[src/rtl/imem_loadable.sv]
`default_nettype none
// +----------------------------------------------------------------------------+
// | imem_loadable: synchronous-read instruction memory with a streamed program  |
// | load port, byte-addressed fetch with stall hold and fault flags.            |
// | Revision: 1.0                                                               |
// +----------------------------------------------------------------------------+
module imem_loadable #(
  parameter int                      INSTR_LENGTH = 32,
  parameter int                      MEM_DEPTH    = 64,
  parameter int                      PC_WIDTH     = 32,
  parameter logic [INSTR_LENGTH-1:0] NOP_WORD     = 32'h00000013
) (
  input  logic                    clk,
  input  logic                    rst,
  input  logic                    fetch_req,
  input  logic [PC_WIDTH-1:0]     fetch_addr,
  input  logic                    fetch_stall,
  output logic [INSTR_LENGTH-1:0] instr,
  output logic                    instr_valid,
  output logic                    fault_misaligned,
  output logic                    fault_oob,
  input  logic                    load_start,
  input  logic                    load_valid,
  input  logic [INSTR_LENGTH-1:0] load_data,
  input  logic                    load_last,
  output logic                    load_ready,
  output logic                    mem_busy,
  output logic                    load_overflow
);

  localparam int AW = $clog2(MEM_DEPTH);

  typedef enum logic [1:0] {
    ST_CLEAR = 2'd0,
    ST_IDLE  = 2'd1,
    ST_LOAD  = 2'd2
  } state_t;

  // Where the instr output is sourced from; ZERO only until the first fetch.
  typedef enum logic [1:0] {
    SRC_ZERO = 2'd0,
    SRC_NOP  = 2'd1,
    SRC_RAM  = 2'd2
  } src_t;

  state_t                  state_q, state_d;
  logic [AW:0]             ptr_q, ptr_d;
  logic                    overflow_q, overflow_d;
  logic                    valid_q, valid_d;
  logic                    fmis_q, fmis_d;
  logic                    foob_q, foob_d;
  src_t                    src_q, src_d;

  logic [INSTR_LENGTH-1:0] mem [MEM_DEPTH];
  logic [INSTR_LENGTH-1:0] rd_q;

  logic                    wr_en;
  logic [AW-1:0]           wr_addr;
  logic [INSTR_LENGTH-1:0] wr_data;
  logic                    fetch_go;
  logic                    addr_mis;
  logic                    addr_oob;

  always_comb begin
    state_d    = state_q;
    ptr_d      = ptr_q;
    overflow_d = overflow_q;
    wr_en      = 1'b0;
    wr_addr    = ptr_q[AW-1:0];
    wr_data    = NOP_WORD;
    load_ready = 1'b0;
    unique case (state_q)
      ST_CLEAR: begin
        wr_en = 1'b1;
        ptr_d = ptr_q + 1'b1;
        if (ptr_q == (AW+1)'(MEM_DEPTH - 1)) begin
          state_d = ST_IDLE;
          ptr_d   = '0;
        end
      end
      ST_IDLE: begin
        if (load_start) begin
          state_d = ST_LOAD;
          ptr_d   = '0;
        end
      end
      ST_LOAD: begin
        // ptr_q[AW] set means every entry has been written this load.
        if (!ptr_q[AW]) begin
          load_ready = 1'b1;
          if (load_valid) begin
            wr_en   = 1'b1;
            wr_data = load_data;
            ptr_d   = ptr_q + 1'b1;
            if (load_last) state_d = ST_IDLE;
          end
        end else if (load_valid) begin
          if (load_last) state_d = ST_IDLE;
          else           overflow_d = 1'b1;
        end
      end
      default: state_d = ST_CLEAR;
    endcase
  end

  always_comb begin
    fetch_go = fetch_req && !fetch_stall && (state_q == ST_IDLE);
    addr_mis = |fetch_addr[1:0];
    addr_oob = fetch_addr[PC_WIDTH-1:2] >= (PC_WIDTH-2)'(MEM_DEPTH);
    valid_d  = valid_q;
    fmis_d   = fmis_q;
    foob_d   = foob_q;
    src_d    = src_q;
    if (!fetch_stall) begin
      valid_d = fetch_go;
      fmis_d  = fetch_go && addr_mis;
      foob_d  = fetch_go && addr_oob;
      if (fetch_go) src_d = (addr_mis || addr_oob) ? SRC_NOP : SRC_RAM;
    end
  end

  always_ff @(posedge clk) begin
    if (rst) begin
      state_q    <= ST_CLEAR;
      ptr_q      <= '0;
      overflow_q <= 1'b0;
      valid_q    <= 1'b0;
      fmis_q     <= 1'b0;
      foob_q     <= 1'b0;
      src_q      <= SRC_ZERO;
    end else begin
      state_q    <= state_d;
      ptr_q      <= ptr_d;
      overflow_q <= overflow_d;
      valid_q    <= valid_d;
      fmis_q     <= fmis_d;
      foob_q     <= foob_d;
      src_q      <= src_d;
    end
  end

  // Array and read register carry no reset so they map onto RAM primitives.
  always_ff @(posedge clk) begin
    if (wr_en && !rst) mem[wr_addr] <= wr_data;
    if (fetch_go)      rd_q <= mem[fetch_addr[AW+1:2]];
  end

  always_comb begin
    unique case (src_q)
      SRC_ZERO: instr = '0;
      SRC_NOP:  instr = NOP_WORD;
      default:  instr = rd_q;
    endcase
  end

  assign instr_valid      = valid_q;
  assign fault_misaligned = fmis_q;
  assign fault_oob        = foob_q;
  assign mem_busy         = (state_q != ST_IDLE);
  assign load_overflow    = overflow_q;

endmodule
`default_nettype wire

[config.mk]
export PLATFORM = sky130hd
export DESIGN_NAME = imem_loadable
export DESIGN_NICKNAME = d
export VERILOG_FILES = /design/src/rtl/imem_loadable.sv
export SDC_FILE = /design/constraint.sdc
export NUM_CORES = 2
export LEC_CHECK = 0
export CAP_MARGIN = 20
export CORE_MARGIN = 4
export CORE_UTILIZATION = 26
export CTS_BUF_LIST = sky130_fd_sc_hd__clkbuf_8
export DETAILED_ROUTE_END_ITERATION = 10
export PLACE_DENSITY = 0.4
export SLEW_MARGIN = 20
export SYNTH_ARGS = -nofsm -noshare
export SYNTH_HDL_FRONTEND = slang
export SYNTH_SLANG_ARGS = --single-unit
export TNS_END_PERCENT = 50
[constraint.sdc]
create_clock -name clk -period 4.55 [get_ports clk]
set_input_delay 0.6825 -clock clk [delete_from_list [all_inputs] [get_ports clk]]
set_output_delay 0.6825 -clock clk [all_outputs]
set_load 0.01 [all_outputs]
**Cell classes on the final placement**

Scale: 1 px per um.
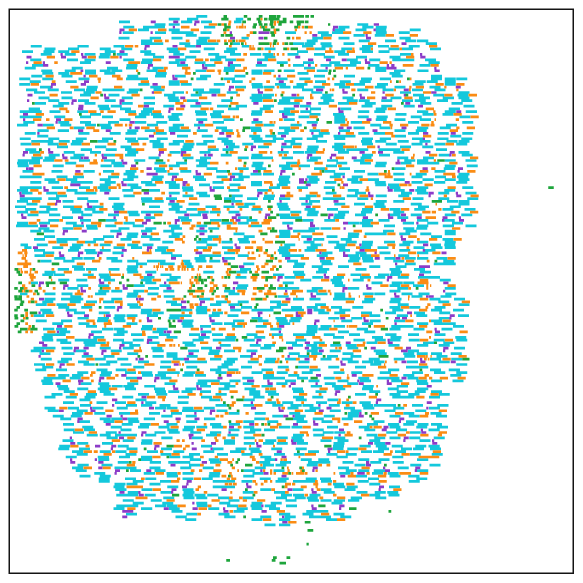
green -> other buffers and delay cells  # cells 367
purple -> clock drivers and dummy loads  # cells 632
orange -> all other logic  # cells 1273
cyan -> flops  # cells 2095
number of placement rows: 203
sequential portion of the cell area: 0.662
post-route standard cell area excluding fillers: 0.0948 mm^2
final standard cell utilization of the core: 0.310

==> flow_summary.rst <==
Implementation results
======================

.. list-table::
   :header-rows: 1

   * - Metric
     - Value
   * - GR met1 Demand/Resource
     - 0.215
   * - Flip-flop and latch count after synthesis
     - 2095
   * - Fraction of layout cells with a size suffix above 1
     - 0.294
   * - Number of antenna violations at the first check in global routing
     - 17
   * - Cell count after synthesis
     - 3572
   * - Total CTS buffers
     - 363
   * - Top area cells in the synthesized netlist
     - sky130_fd_sc_hd__edfxtp_1, sky130_fd_sc_hd__mux4_2, sky130_fd_sc_hd__mux2i_1
   * - Mean number of vias per cell
     - 4.64
   * - Wire length on met1
     - 111 mm
   * - Non-CTS buffers
     - 367
   * - Cell Chain, Critical Path
     - inv_1, ha_1, and3b_2, nor2_1, nor3b_1, nand3_1, buf_4, nor2_4, buf_4
   * - Overall routed net length
     - 251 mm
   * - Cell with the most instances after synthesis
     - sky130_fd_sc_hd__edfxtp_1
   * - Clock tree cell share of total cell area
     - 0.0674
   * - Horizontal die dimension
     - 563 um
   * - Power density cells
     - 410 mW/mm^2
   * - RD Place Congestion
     - 0.744
   * - Setup repair after global routing missed its margin
     - no
   * - Upper clock frequency limit
     - 0.282 GHz
   * - Non-clock buffer area fraction after layout
     - 0.0393
   * - Insertion Delay late pin
     - 980 ps
   * - GRT Total Usage
     - 0.156
   * - Delay of the slowest cell on the worst path
     - 510 ps
   * - Worst Setup Slack, final
     - 999 ps
   * - Leading cell types by count after synthesis
     - sky130_fd_sc_hd__edfxtp_1, sky130_fd_sc_hd__mux4_2, sky130_fd_sc_hd__mux2i_1
   * - Combinational group share of total power
     - 0.051
   * - Top register by number of flip-flops
     - mem
   * - Remaining Overflow, GRT
     - 0
   * - Crit start category
     - flop
   * - Die height
     - 563 um
   * - Post-CTS setup-driven buffer insertion count
     - 0
   * - Number of detailed-routing iterations run before antenna repair
     - 5
   * - Dominant class by area
     - flip-flops and latches
   * - Status
     - finished clean
   * - Number of OpenROAD warnings
     - 32
   * - Cell depth of the worst setup path
     - 9
   * - Biggest registers after layout
     - mem (2048), rd_q (32), ptr_q (7)
   * - Share of the clock period used by the worst path after layout
     - 0.781
   * - Synthesized area per cell
     - 22.4 um^2
   * - Switching fraction of total power
     - 0.231
   * - Critical Path RT
     - 5120 ps
   * - Final count of pins violating max slew
     - 0
   * - Maximum vdd drop
     - 0.206 mV
   * - Startpoint of the most critical register-to-register path
     - state_q[0]
   * - Hold_sp
     - fetch_addr[7]
   * - Total via count in the routed design
     - 39300
   * - Cell occurring most often along the worst timing path
     - sky130_fd_sc_hd__buf_4
   * - Skew final
     - 70.4 ps
   * - Max cap viols
     - 0
**Met3 routing**

Scale: 1 px per um.
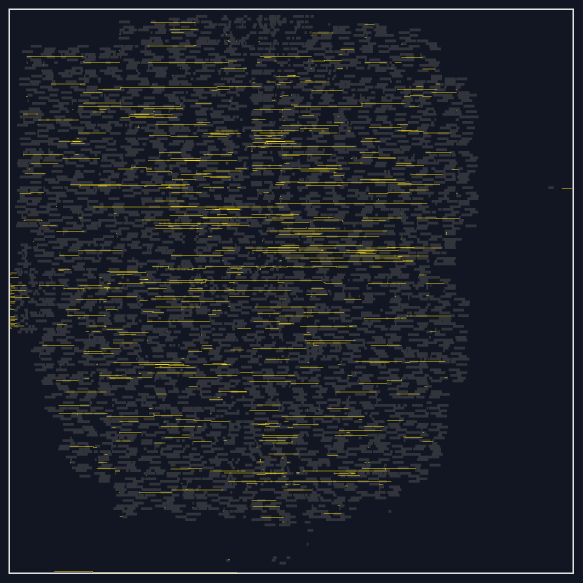
wire length on this layer = 12100 um
share of all routed wire = 4.8%

cells by family after synthesis:
logic type,Yosys count,share of synthesized area
buf+inv,208,0.0129
flops,2095,0.785
xor+xnor,5,0.000548
compound gates,338,0.0300
fa+ha+maj,7,0.00110
mux,621,0.152
simple gates,298,0.0182
power groups by stage:
stage / Combinational, mW / Sequential, mW / Clock, mW
floorplan: 1.03 / 21.7 / 0
global placement: 2.04 / 21.7 / 0
detailed placement: 2.04 / 21.8 / 0
CTS: 2.04 / 21.4 / 16.1
global route: 2.10 / 21.4 / 17.1
finish: 1.98 / 21.3 / 15.6
Power figures rest on the tool's default switching activity, not on a simulated workload.
